`config.mk`:
```
export PLATFORM = sky130hd
export DESIGN_NAME = uart_framed_transceiver
export DESIGN_NICKNAME = d
export VERILOG_FILES = /design/src/rtl/uart_framed_transceiver.sv
export SDC_FILE = /design/constraint.sdc
export NUM_CORES = 1
export LEC_CHECK = 0
export CORE_ASPECT_RATIO = 1.25
export CORE_MARGIN = 2
export CORE_UTILIZATION = 50
export CTS_CLUSTER_DIAMETER = 30
export CTS_CLUSTER_SIZE = 25
export DETAILED_ROUTE_END_ITERATION = 8
export PLACE_DENSITY_LB_ADDON = 0.25
export SKIP_CTS_REPAIR_TIMING = 1
export SYNTH_ARGS = -nofsm -noshare
export SYNTH_HDL_FRONTEND = slang
export SYNTH_SLANG_ARGS = --single-unit
```
`constraint.sdc`:
```
create_clock -name clk -period 3.35 [get_ports clk]
set_input_delay 0.67 -clock clk [delete_from_list [all_inputs] [get_ports clk]]
set_output_delay 0.67 -clock clk [all_outputs]
set_load 0.03 [all_outputs]
```
`src/rtl/uart_framed_transceiver.sv`:
```
// Parametrised full-duplex UART: configurable data/parity/stop, rx error flags.
// Define UART_RX_MAJORITY_EN for 2-of-3 majority voting on rx samples.
module uart_framed_transceiver #(
  parameter int CLK_FREQ_HZ = 24_180_000,
  parameter int BAUDRATE    = 9600,
  parameter int DATA_BITS   = 8,
  parameter int PARITY      = 0,
  parameter int STOP_BITS   = 1
) (
  input  logic                 clk,
  input  logic                 reset,
  input  logic [DATA_BITS-1:0] i_tx_data,
  input  logic                 i_tx_data_valid,
  output logic                 o_tx_ready,
  output logic                 o_tx_serial,
  input  logic                 i_rx_serial,
  output logic [DATA_BITS-1:0] o_rx_data,
  output logic                 o_rx_data_valid,
  output logic                 o_rx_parity_err,
  output logic                 o_rx_frame_err,
  output logic                 o_rx_break
);

  localparam int DIV = CLK_FREQ_HZ / BAUDRATE;
  localparam int CW  = $clog2(STOP_BITS * DIV + 1);
  localparam int BW  = $clog2(DATA_BITS + 1);
  localparam logic [CW-1:0] C_BIT  = CW'(DIV - 1);
  localparam logic [CW-1:0] C_STOP = CW'(STOP_BITS * DIV - 1);
  localparam logic [CW-1:0] C_HALF = CW'(DIV / 2);
  localparam logic [BW-1:0] B_LAST = BW'(DATA_BITS - 1);

  typedef enum logic [2:0] {
    S_IDLE, S_START, S_DATA, S_PAR, S_STOP
  } state_t;

  state_t                tx_st, tx_st_d;
  logic [CW-1:0]         tx_cnt, tx_cnt_d;
  logic [BW-1:0]         tx_idx, tx_idx_d;
  logic [DATA_BITS-1:0]  tx_sh, tx_sh_d;
  logic                  tx_par, tx_par_d;
  logic                  tx_line, tx_line_d;
  logic                  tx_done;

  assign o_tx_ready  = (tx_st == S_IDLE);
  assign o_tx_serial = tx_line;

  always_ff @(posedge clk) begin
    if (reset) begin
      tx_st   <= S_IDLE;
      tx_cnt  <= '0;
      tx_idx  <= '0;
      tx_sh   <= '0;
      tx_par  <= 1'b0;
      tx_line <= 1'b1;
    end else begin
      tx_st   <= tx_st_d;
      tx_cnt  <= tx_cnt_d;
      tx_idx  <= tx_idx_d;
      tx_sh   <= tx_sh_d;
      tx_par  <= tx_par_d;
      tx_line <= tx_line_d;
    end
  end

  always_comb begin
    tx_done   = (tx_cnt == '0);
    tx_st_d   = tx_st;
    tx_cnt_d  = tx_done ? tx_cnt : tx_cnt - 1'b1;
    tx_idx_d  = tx_idx;
    tx_sh_d   = tx_sh;
    tx_par_d  = tx_par;
    tx_line_d = tx_line;
    unique case (tx_st)
      S_IDLE: begin
        tx_idx_d = '0;
        if (i_tx_data_valid) begin
          tx_st_d   = S_START;
          tx_cnt_d  = C_BIT;
          tx_sh_d   = i_tx_data;
          tx_par_d  = (PARITY == 1) ? ~^i_tx_data : ^i_tx_data;
          tx_line_d = 1'b0;
        end
      end
      S_START: if (tx_done) begin
        tx_st_d   = S_DATA;
        tx_cnt_d  = C_BIT;
        tx_line_d = tx_sh[0];
      end
      S_DATA: if (tx_done) begin
        tx_cnt_d = C_BIT;
        if (tx_idx == B_LAST) begin
          if (PARITY != 0) begin
            tx_st_d   = S_PAR;
            tx_line_d = tx_par;
          end else begin
            tx_st_d   = S_STOP;
            tx_cnt_d  = C_STOP;
            tx_line_d = 1'b1;
          end
        end else begin
          tx_idx_d  = tx_idx + 1'b1;
          tx_sh_d   = tx_sh >> 1;
          tx_line_d = tx_sh[1];
        end
      end
      S_PAR: if (tx_done) begin
        tx_st_d   = S_STOP;
        tx_cnt_d  = C_STOP;
        tx_line_d = 1'b1;
      end
      S_STOP: if (tx_done) begin
        tx_st_d   = S_IDLE;
        tx_line_d = 1'b1;
      end
      default: tx_st_d = S_IDLE;
    endcase
  end

  logic s1, s2, h1, smp;
`ifdef UART_RX_MAJORITY_EN
  logic h2;
  always_ff @(posedge clk) begin
    if (reset) h2 <= 1'b1;
    else       h2 <= h1;
  end
  assign smp = (s2 & h1) | (s2 & h2) | (h1 & h2);
`else
  assign smp = h1;
`endif

  always_ff @(posedge clk) begin
    if (reset) begin
      s1 <= 1'b1;
      s2 <= 1'b1;
      h1 <= 1'b1;
    end else begin
      s1 <= i_rx_serial;
      s2 <= s1;
      h1 <= s2;
    end
  end

  state_t                rx_st, rx_st_d;
  logic [CW-1:0]         rx_cnt, rx_cnt_d;
  logic [BW-1:0]         rx_idx, rx_idx_d;
  logic [DATA_BITS-1:0]  rx_sh, rx_sh_d;
  logic                  rx_par, rx_par_d;
  logic                  rx_any, rx_any_d;
  logic                  rx_wait, rx_wait_d;
  logic [DATA_BITS-1:0]  rx_data_d;
  logic                  rx_v_d, rx_pe_d, rx_fe_d, rx_bk_d;
  logic                  rx_done, rx_pexp;

  always_ff @(posedge clk) begin
    if (reset) begin
      rx_st           <= S_IDLE;
      rx_cnt          <= '0;
      rx_idx          <= '0;
      rx_sh           <= '0;
      rx_par          <= 1'b0;
      rx_any          <= 1'b0;
      rx_wait         <= 1'b0;
      o_rx_data       <= '0;
      o_rx_data_valid <= 1'b0;
      o_rx_parity_err <= 1'b0;
      o_rx_frame_err  <= 1'b0;
      o_rx_break      <= 1'b0;
    end else begin
      rx_st           <= rx_st_d;
      rx_cnt          <= rx_cnt_d;
      rx_idx          <= rx_idx_d;
      rx_sh           <= rx_sh_d;
      rx_par          <= rx_par_d;
      rx_any          <= rx_any_d;
      rx_wait         <= rx_wait_d;
      o_rx_data       <= rx_data_d;
      o_rx_data_valid <= rx_v_d;
      o_rx_parity_err <= rx_pe_d;
      o_rx_frame_err  <= rx_fe_d;
      o_rx_break      <= rx_bk_d;
    end
  end

  // the sample is the mid-bit value, one cycle behind the counter event
  always_comb begin
    rx_done   = (rx_cnt == '0);
    rx_pexp   = (PARITY == 1) ? ~^rx_sh : ^rx_sh;
    rx_st_d   = rx_st;
    rx_cnt_d  = rx_done ? rx_cnt : rx_cnt - 1'b1;
    rx_idx_d  = rx_idx;
    rx_sh_d   = rx_sh;
    rx_par_d  = rx_par;
    rx_any_d  = rx_any;
    rx_wait_d = rx_wait;
    rx_data_d = o_rx_data;
    rx_v_d    = 1'b0;
    rx_pe_d   = o_rx_parity_err;
    rx_fe_d   = o_rx_frame_err;
    rx_bk_d   = o_rx_break;
    unique case (rx_st)
      S_IDLE: if (h1 && !s2) begin
        rx_st_d  = S_START;
        rx_cnt_d = C_HALF;
      end
      S_START: if (rx_done) begin
        if (smp) begin
          rx_st_d = S_IDLE;
        end else begin
          rx_st_d  = S_DATA;
          rx_cnt_d = C_BIT;
          rx_idx_d = '0;
          rx_any_d = 1'b0;
        end
      end
      S_DATA: if (rx_done) begin
        rx_sh_d  = {smp, rx_sh[DATA_BITS-1:1]};
        rx_any_d = rx_any | smp;
        rx_cnt_d = C_BIT;
        if (rx_idx == B_LAST)
          rx_st_d = (PARITY != 0) ? S_PAR : S_STOP;
        else
          rx_idx_d = rx_idx + 1'b1;
      end
      S_PAR: if (rx_done) begin
        rx_par_d = smp;
        rx_any_d = rx_any | smp;
        rx_cnt_d = C_BIT;
        rx_st_d  = S_STOP;
      end
      S_STOP: begin
        if (rx_wait) begin
          if (s2) begin
            rx_st_d   = S_IDLE;
            rx_wait_d = 1'b0;
          end
        end else if (rx_done) begin
          rx_v_d    = 1'b1;
          rx_data_d = rx_sh;
          rx_pe_d   = (PARITY != 0) && (rx_par != rx_pexp);
          rx_fe_d   = ~smp;
          rx_bk_d   = ~smp & ~rx_any;
          if (~smp & ~rx_any) rx_wait_d = 1'b1;
          else                rx_st_d   = S_IDLE;
        end
      end
      default: rx_st_d = S_IDLE;
    endcase
  end

endmodule

```
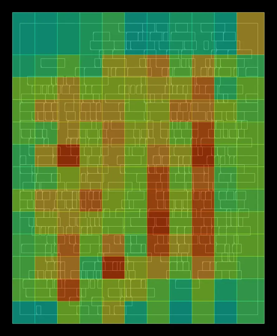
Run 1: congestion heat map
global-route track usage on met2: 34.71%
GRT met1 Usage: 24.61%
GRT Overall Usage: 20.27%

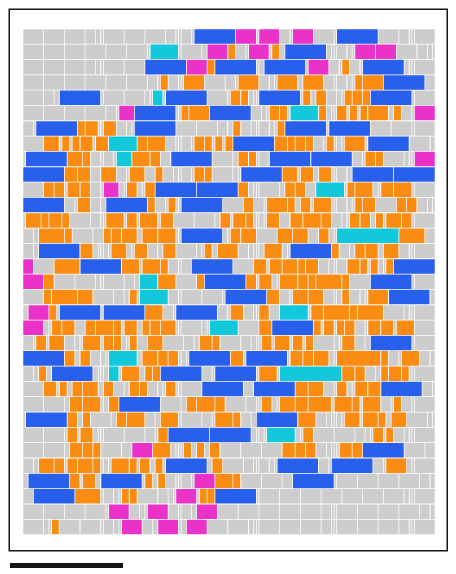
Run 1: cell classes on the final placement
Bar = 20 um. Fill, decap, tap and diode cells in grey.
[cyan] clock drivers and dummy loads | cells: 15
[orange] remaining logic cells | cells: 310
[blue] sequential cells | cells: 71
[magenta] remaining buffers and delay cells | cells: 26
Site Rows: 33
sequential cell area share: 37.09%
placeable core region: 6565 sq um

==> results_dict.tcl, run 1 <==
# flow metrics
set metrics [dict create \
    status "complete, no violations" \
    flop_cell "dfxtp_1" \
    min_from "s1" \
    simple_gate_share_pct 28.27 \
    pwr-share-comb_pct 29.7 \
    grt_setup_unrepaired "no" \
    taps 87 \
    fin_tns_setup_ns 0 \
    seq-power_mw 1.06 \
    stdcell_area_sq_um 3832 \
    cp_slowest_stage_delay_ns 0.75 \
    mappedNetlistArea_sq_um 3372 \
    ios 26 \
    grt_pass1_vias 2734 \
    slew_viol_final 0 \
    comb_area_sq_um 1804 \
    r2r_slack_ns 0.71 \
    ff_count 71 \
    cp-end-kind "output pin" \
    final-clk-cell-share_pct 5.485 \
    antenna_left 0 \
    worst_slew_pin_slew_ns 1.000 \
    aoi_share_pct 16.29 \
    dieArea_sq_um 7421 \
    pwr-share-clk_pct 28.9 \
    dp.cells 494 \
    fillers 605 \
    power.total_mw 2.560 \
    area_growth_pct 13.66 \
    buffers_excl_clock 26 \
    switching_share_pct 33.72 \
    clkLatencyLatePin_ns 0.35 \
    ys_ff 71 \
    maxSlewHeadroom_pct 33.30 \
]
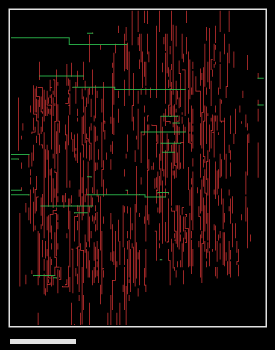
Run 1: wiring by layer
Bar = 20 um. Two of the layers only.
[red] M2 | wire length: 3400 um
[green] M3 | wire length: 192 um
via count: 2852
Routed WL: 6.930 mm

[run 1: routing by layer]
metal	wire length, um	up-vias
met1	3219	1335
met4	117	0
met3	191	9
met5	0	-
li1	-	1470
met2	3400	38
[run 1: cell usage in the layout (no fill, tap or decap), types with 5 or more instances in the layout]
cell,netlist,routed
dfxtp_1,71,71
nor2_1,47,47
a21oi_1,37,37
nand2_1,36,36
clkdlybuf4s50_1,0,23
nor3_1,19,19
nand3_1,14,14
mux2i_1,11,11
nand2b_1,10,10
inv_1,9,9
clkbuf_8,0,9
or3_1,8,8
o21ai_0,8,8
a311oi_1,8,8
ha_1,8,8
a31oi_1,7,7
or2_2,7,7
nor3b_1,6,6
nand3b_1,6,6
xor2_1,6,6
nor4_1,5,5
a211oi_1,5,5
nor2b_1,5,5
## Run 2: what changed since run 1
- clock period: 3.35 -> 2.7 ns (I/O delays scaled with it)
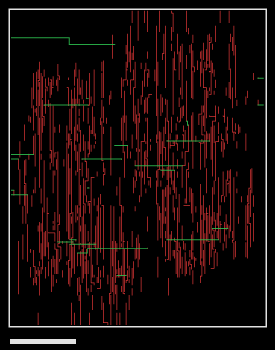
Run 2: wiring by layer
Bar = 20 um. Two of the layers only.
[green] M3 | wire length: 173 um
[red] M2 | wire length: 3510 um
Routed WL: 6.946 mm
via count: 2912
GRT Overall Usage: 19.86%
DR WL/cell: 13.46 um

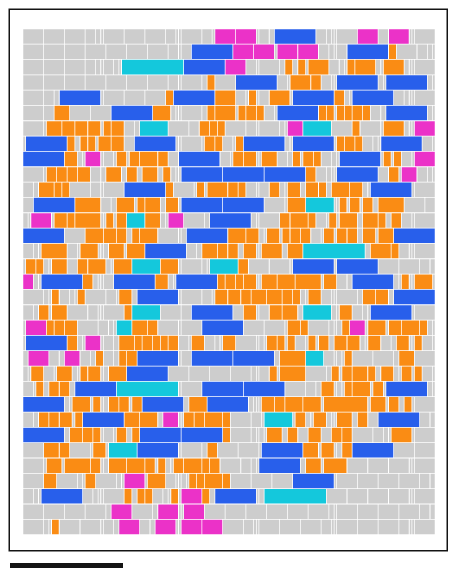
Run 2: cell classes on the final placement
Bar = 20 um. Fill, decap, tap and diode cells in grey.
[orange] remaining logic cells | cells: 310
[blue] sequential cells | cells: 71
[cyan] clock drivers and dummy loads | cells: 16
[magenta] remaining buffers and delay cells | cells: 32
final core utilization: 59.96%
sequential cell area share: 36.11%
Final Cell Area: 3936 sq um

==> run 2 against run 1 <==
  * Sequential share of layout area is 0.98 points lower
  * Synthesized cell count unchanged
  * Sequential power up 24%
  * Core utilization rose by 1.6 points
  * Die size is the same
  * Clock power rose by 53%
  * Critical path type unchanged
  * Critical path depth did not move
  * Combinational power up 29%
  * Non-clock buffer count up 6
  * Area after synthesis unchanged
  * Global-route usage down 0.41 points
  * Worst setup slack worse by 0.39 ns
==> results_dict.tcl, run 2 <==
# flow metrics
set metrics [dict create \
    ios 26 \
    aoi_share_pct 16.29 \
    dieArea_sq_um 7421 \
    grt_setup_unrepaired "no" \
    cp_slowest_stage_delay_ns 0.75 \
    pre_cts_slack_ns 0.3462 \
    ys_ff 71 \
    pwr-share-comb_pct 28.7 \
    hold_slack_ns 0.4160 \
    power.total_mw 3.421 \
    dp.cells 500 \
    clkLatencyLatePin_ns 0.34 \
    final-clk-cell-share_pct 6.834 \
    row_count 33 \
    status "complete, no violations" \
    coreArea_sq_um 6565 \
    maxSlewHeadroom_pct 45.17 \
    lay_top_count "dfxtp_1" \
    finalNetCount 444 \
    die_w_um 77.45 \
    taps 87 \
    layout_top_cells "dfxtp_1 (71), nor2_1 (47), a21oi_1 (37)" \
    grt_pass1_vias 2680 \
    slew_viol_final 0 \
    simple_gate_share_pct 28.27 \
    fin_tns_setup_ns 0 \
    pwr-share-clk_pct 32.9 \
    ys_types 54 \
    flop_cell "dfxtp_1" \
    fillers 579 \
    cp-end-kind "output pin" \
    antenna_left 0 \
    worstPathArrival_ns 1.89 \
    area_growth_pct 16.73 \
    ff_count 71 \
    seq-power_mw 1.31 \
]
[run 2: netlist changes by cell type in the layout (fill, tap and decap cells not counted)]
| cell | change |
|---|---|
| buf_4 | +6 |
| clkinv_2 | -2 |
| bufinv_16 | +2 |
| clkinv_4 | +1 |
[run 2: path summary, 6_finish.rpt]
path | start | end | slack, ns | cells past startpoint
min reg2reg | s1 | s2 | 0.42 | 1
max reg2reg | rx_cnt[3] | rx_cnt[0] | 0.32 | 8
min | s1 | s2 | 0.42 | 1
max | tx_st[1] | o_tx_ready | 0.27 | 2
[run 2: layer usage]
layer,up-vias,routed length (um),GRT usage [%]
li1,1486,-,-
met1,1382,3186,23.56
met2,38,3509,35.22
met3,6,173,3.846
met4,0,77,8.482
met5,-,0,0
## Run 3: what changed since run 2
- CORE_MARGIN: 2 -> not set
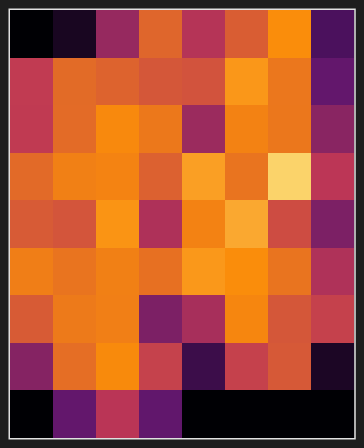
Run 3: cell density map
8 x 9 tiles, from black (low) to pale yellow (high), 0 to 100% covered.
nearly empty tiles: 8.3%
mean over tiles: 53%
fullest tile: 91%
fp util: 51.69%
final core utilization: 58.73%
placeable core region: 6524 sq um

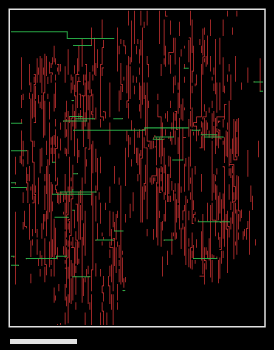
Run 3: wiring by layer
Bar = 20 um. Two of the layers only.
[green] M3 | wire length: 208 um
[red] M2 | wire length: 3410 um
DR WL/cell: 13.37 um
GRT Overall Usage: 21.65%
via count: 2980
Routed WL: 6.883 mm

==> run 3 against run 2 <==
  * Count of clock-buffer cells in the layout rose by 2
  * Area after synthesis did not move
  * Largest cell class unchanged
  * Global-route usage rose by 1.8 points
  * Largest power group unchanged
  * Via count rose by 2.3%
  * Critical path depth did not move
  * Clock power fell by 36%
  * Power fell by 12%
  * Die size fell by 4.6%
  * Wire length fell by 0.91%
  * Sequential power barely moved
==> results_dict.tcl, run 3 <==
# flow metrics
set metrics [dict create \
    power.total_mw 3.013 \
    fillers 638 \
    aoi_share_pct 16.29 \
    grt_pass1_vias 2710 \
    area_growth_pct 13.62 \
    hold_end "s2" \
    row_count 33 \
    power_frac_seq_pct 43.6 \
    ios 26 \
    seq_share_pct 37.10 \
    pwr-share-clk_pct 24.1 \
    final-clk-cell-share_pct 4.278 \
    r2r_slack_ns 0.33 \
    drc 0 \
    maxSlewHeadroom_pct 54.82 \
    dieArea_sq_um 7078 \
    grt_setup_unrepaired "no" \
    r2r_cells 8 \
    wl_met3_um 207 \
    clkLatencyLatePin_ns 0.34 \
    dp.cells 500 \
    cp-endpoint "o_tx_ready" \
    wl_met1_mm 3.120 \
    cp-end-kind "output pin" \
    status "complete, no violations" \
    rr_startpoint "rx_cnt[3]" \
    taps 87 \
    r2r-end "rx_cnt[0]" \
    ff_count 71 \
    crit_start "tx_st[0]" \
    hold_viol_final 0 \
    antenna_left 0 \
    lay_top_count "dfxtp_1" \
    worstPathArrival_ns 1.86 \
    route.met2.wl_mm 3.406 \
    fin_tns_setup_ns 0 \
    pwr-share-comb_pct 32.3 \
    layout_top_cells "dfxtp_1 (71), nor2_1 (47), a21oi_1 (37)" \
    ys_ff 71 \
]
[run 3: cell types whose count changed in the layout (fill, tap and decap cells not counted), sizes merged]
cell and delta:
bufinv -4, clkbuf +2, clkinv +1
[run 3: metal layers]
metal / global-route usage, % / vias up
li1: - / 1483
met4: 10.80 / 0
met2: 35.42 / 57
met5: 0 / -
met1: 26.69 / 1425
met3: 3.970 / 15
[run 3: through the flow]
| step | instance area (sq um) | hold slack [ns] |
|---|---|---|
| after global routing | 3831 | 0.4529 |
| after global placement | 3667 | 0.3983 |
| after floorplan | 3372 | 0.3895 |
| after CTS | 3831 | 0.4314 |
| after detailed placement | 3667 | 0.4027 |
| final | 3831 | 0.4212 |
[run 3: critical path, stage by stage, from the launching register on]
cell and delay (ns):
dfxtp_1 0.42, nor3_1 0.36, clkdlybuf4s50_1 0.74
Power is estimated from default activity; no workload was simulated.
